==> config.mk <==
export PLATFORM = sky130hd
export DESIGN_NAME = bcd_accumulator
export DESIGN_NICKNAME = d
export VERILOG_FILES = /design/src/rtl/bcd_accumulator.sv
export SDC_FILE = /design/constraint.sdc
export NUM_CORES = 1
export LEC_CHECK = 0
export CAP_MARGIN = 0
export CORE_AREA = 2 2 80 82
export DETAILED_ROUTE_END_ITERATION = 8
export DIE_AREA = 0 0 82 84
export PLACE_DENSITY = 0.55
export SLEW_MARGIN = 20
export SYNTH_ARGS = -nofsm -noshare
export SYNTH_HDL_FRONTEND = slang
export SYNTH_SLANG_ARGS = --single-unit
export TNS_END_PERCENT = 100
==> constraint.sdc <==
create_clock -name clk -period 5.4 [get_ports clk]
set_clock_uncertainty 0.05 [all_clocks]
set_input_delay 0.54 -clock clk [delete_from_list [all_inputs] [get_ports clk]]
set_output_delay 0.54 -clock clk [all_outputs]
set_load 0.02 [all_outputs]
Fig. 1: run 1, congestion heat map
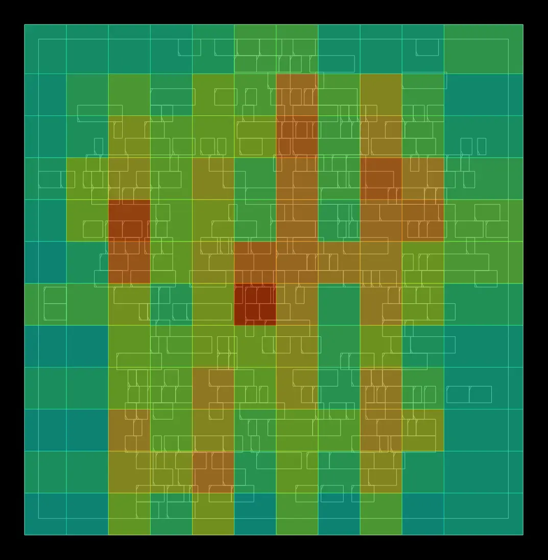
met1 Usage GRT: 18.64%
Layout Utilization: 40.17%
GRT met2 Usage: 24.32%
met3 Use GR: 1.082%

Fig. 2: run 1, signal metal coverage by tile
The die is cut into 16 by 17 equal tiles; white is low, dark blue is high, scaled to the fullest tile. Values are wire area over tile area, all layers added.
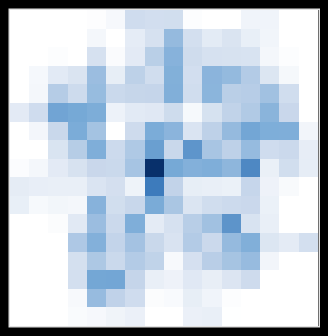
- mean over tiles: 0.10
- nearly empty tiles: 27%
- tiles over half the peak: 4.4%
- densest ninth of the die: centre
Total Routed Length: 4.523 mm
post-detailed-route wirelength per cell: 12.96 µm
Tot GR Track Use: 13.97%

Fig. 3: run 1, metal layers overlaid
Bar = 20 µm. Two of the layers only.
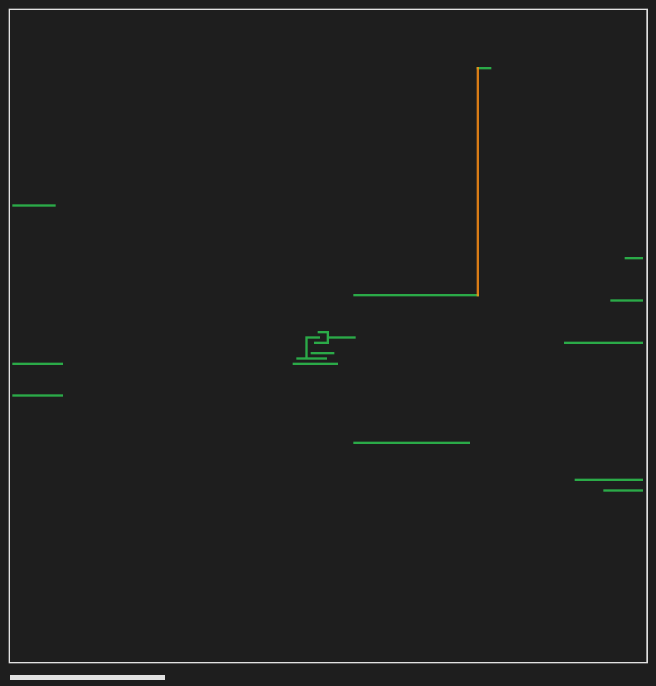
- orange: met4 (wire length 29.2 µm)
- green: met3 (wire length 103 µm)
Vias: 1794

==> reports/qor.yml, run 1 <==
largest_reg_flops: 16
drt_iter0_markers: 59
min_path_cells: 2
cp.arrival_ns: 3.53
cts_tree: "yes"
max-cap-violations: 0
crit_slowest_cell: "fa_1"
topCellsByArea: "dfxtp_1 (27%), ha_1 (11%), a21oi_1 (6.1%)"
grt_pass1_vias: 1733
largest_class: "combinational gates"
rows: 29
yosys_area_um2: 2046
cts_resized: 0
rr_worst_depth: 14
pwr-share-comb_pct: 10.1
drive_gt1_share_pct: 5.515
num_antenna_cells: 0
power_frac_seq_pct: 50.6
largest_area_cell: "dfxtp_1"
nFlopsAndLatches: 28
ys_cells: 250
boundaryPins: 29
power.group.top: "registers"
clock.fmax_mhz: 290.2
antenna_found_initial: 0
drc: 0
critical_path.max_stage_delay_ns: 0.47
clock_sinks: 28
ff2ff_setup_slack_ns: 1.95
edf_count: 0
flop_cell: "dfxtp_1"
fin_tns_setup_ns: 0
area_growth_pct: 19.69
fin_ws_ns: 1.954
synth_warnings: 0
yosysSeqAreaShare_pct: 27.40
n_all_buffers: 28
ys_ff: 28
power.internal_uw: 326.1
clockPowerShare_pct: 39.3
buffer_area_share_pct: 11.45
clock.latency.late_pin_ns: 0.27
status: "complete, no violations"
crit_type: "flop to flop"
clock_cell_area_share_pct: 2.913
taps: 77
## run 1: cell families (layout without fill, tap and decap cells)
logic type,count (synthesis),in the layout,synth area share (%)
adders and majority gates,22,22,14.92
and+or+nand+nor,97,97,25.08
DFF,28,28,27.40
AOI/OAI and AO/OA,65,65,22.20
buffers and inverters,26,48,5.138
xor gates and xnor gates,10,10,4.282
muxes,2,2,0.9786
## run 1: routing by layer
metal  up-vias  part of all wire (%)  global-route usage, %
met5         -                     0                      0
met4         0                  0.64                  2.727
met3         2                   2.3                  1.082
met2        23                    51                  24.32
met1       839                    46                  18.64
li1        930                     -                      -
Fig. 4: run 1, zoomed window
Bar = 5 µm. Window x 52 to 72, y 53 to 73 µm. Cells in grey, sequential cells in the stronger grey; small squares are vias.
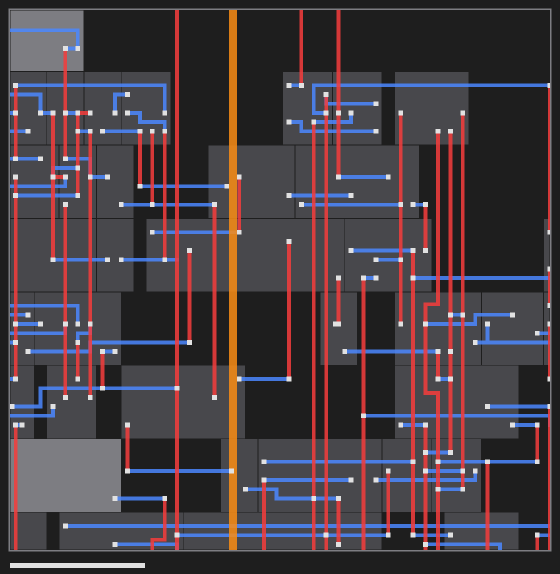

--- run 2 (diff from run 1) ---
PLACE_DENSITY = 0.57   (was 0.55)
clock period = 2.9 ns   (was 5.4 ns; I/O delays follow)
Fig. 5: run 2, zoomed window
Bar = 5 µm. Window x 52 to 72, y 53 to 73 µm. Cells in grey, sequential cells in the stronger grey; small squares are vias.
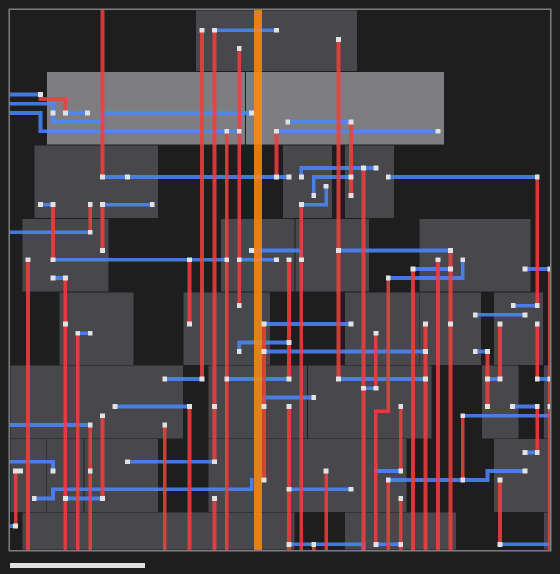
- red: met2
- orange: met4
- blue: met1
- cells with their middle in the window: 26
- most frequent: buf_4 (4)
- sequential cells in the window: 2

==> run 2 against run 1 <==
  * Synthesized cell count unchanged
  * Critical endpoint unchanged
  * Cell count up 7.4%
  * Clock power up 55%
  * Flip-flop count unchanged
  * The flow now finishes with violations (negative setup slack)
  * Critical path depth unchanged
  * Setup slack worse by 2.1 ns
  * Core utilization up 6.2 points
  * Wire length up 11%
==> reports/qor.yml, run 2 <==
status: "finished with violations"
failed_checks: "negative setup slack"
use_met3_pct: 0.9740  # -0.11 points
drive_gt1_share_pct: 23.15  # +18 points
grt_max_degree: 18
met1Wirelength_mm: 2.328  # +11%
ys_ff: 28  # unchanged
min_path_cells: 2  # unchanged
ys_sh_aoi_pct: 22.20  # unchanged
top_logic_kind: "simple AND/OR/NAND/NOR gates"
max-cap-violations: 0  # unchanged
portBuffers: 28
cp.arrival_ns: 3.20  # -0.33 ns
clock.latency.late_pin_ns: 0.28  # about the same
finalInstanceArea_um2: 2828
worst_slew_pin_slew_ns: 0.4281
edf_count: 0  # unchanged
top_layer_used: "met4"
synth_warnings: 0  # unchanged
synth-xor-area-share_pct: 4.281  # unchanged
boundaryPins: 29  # unchanged
relSlewSlack_pct: 71.42
ys_sh_adder_pct: 14.92  # unchanged
route.met2.wl_mm: 2.579  # +12%
hold_viol_final: 0
powerDensity_nw_per_um2: 268.2
critical_path.max_stage_delay_ns: 0.49  # +0.02 ns
synth.area.mux_share_pct: 0.9786  # unchanged
utilization_pct: 46.39  # +6.2 points
rr_worst_depth: 14  # unchanged
num_antenna_cells: 0  # unchanged
simple_gate_share_pct: 25.08  # unchanged
largest_area_cell: "dfxtp_1"
gp_congestion: 0.8221
yosys_area_um2: 2046  # unchanged
grtUsageMet1_pct: 19.03  # +0.39 points
crit_type: "flop to flop"
crit_path_cell_trace: "nor2_4, o21ai_2, a22o_1, ha_2, fa_1, inv_2, ha_4, xnor2_4, buf_6, and3_4, a2111oi_4, or2b_1, a21o_1, a21oi_2"
topCellsByArea: "dfxtp_1 (27%), ha_1 (11%), a21oi_1 (6.1%)"
ys_cells: 250  # unchanged
area_growth_pct: 38.23
antenna_found_initial: 0  # unchanged
fin_tns_setup_ns: -0.5236  # -0.5236 ns
ff2ff_setup_slack_ns: -0.17  # -2.13 ns
min_path_type: "flop to flop"
async_flop_share_pct: 0
setup_viol: 6
drt_iter0_markers: 81  # +37%
flop_cell: "dfxtp_1"
grt.met2_usage_pct: 23.73  # -0.59 points
grt_pass1_vias: 1709  # -1.4%
top_usage_layer: "met2"
wl_met3_um: 60  # -41%
drc: 0  # unchanged
clock.fmax_mhz: 325.5  # +12%
crit_slowest_cell: "fa_1"
clock_sinks: 28  # unchanged
yosysSeqAreaShare_pct: 27.40  # unchanged
rows: 29  # unchanged
synth_cells: 250
fin_ws_ns: -0.1724  # -2.126 ns
cts_tree: "yes"
largest_reg_flops: 16  # unchanged
Fig. 6: run 2, metal layers overlaid
Bar = 20 µm. Two of the layers only.
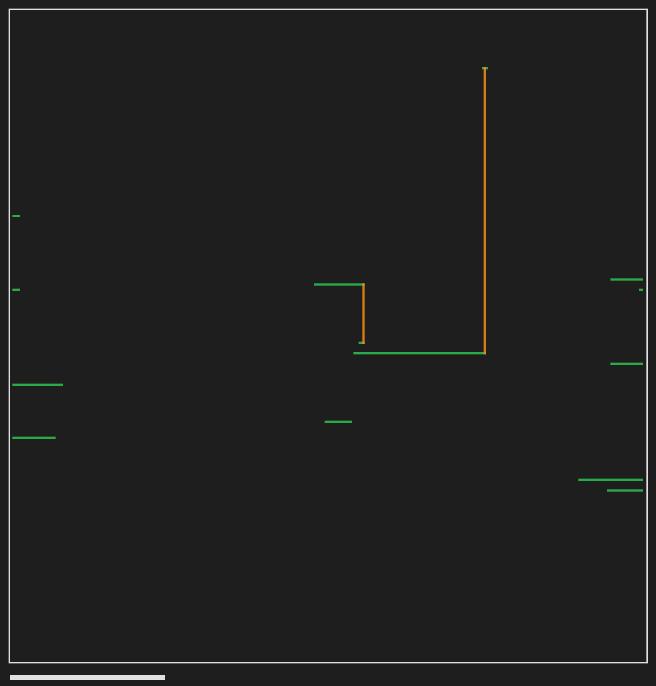
- orange: met4 (wire length 44.2 µm)
- green: met3 (wire length 60.0 µm)
Tot GR Track Use: 14.09%
Total Routed Length: 5.012 mm
post-detailed-route wirelength per cell: 13.37 µm
Vias: 1871

-- run 2: cell counts after synthesis --
No cell type changed its count.
-- run 2: power breakdown --
group | switching (µW) | internal [µW]
sequential | 4.57 | 387
clock | 130 | 122
combinational | 56.1 | 59.1
total | 191 | 568
-- run 2: timing repair --
item                                    in CTS  in global routing
resized                                     10                 27
cloned                                       0                  0
endpoints found under the setup margin       7                  7
setup buffers                                2                  6
pin swaps                                   11                 14
-- run 2: cell type report --
| cell class | count | share of cell area, % |
|---|---|---|
| Multi-Input combinational cell | 196 | 55.35 |
| Sequential cell | 28 | 20.09 |
| Timing Repair Buffer | 54 | 17.08 |
| Tap cell | 77 | 3.407 |
| Inverter | 16 | 2.124 |
| Clock buffer | 4 | 1.947 |
No activity file was given, so power comes from the tool's default toggle rates.
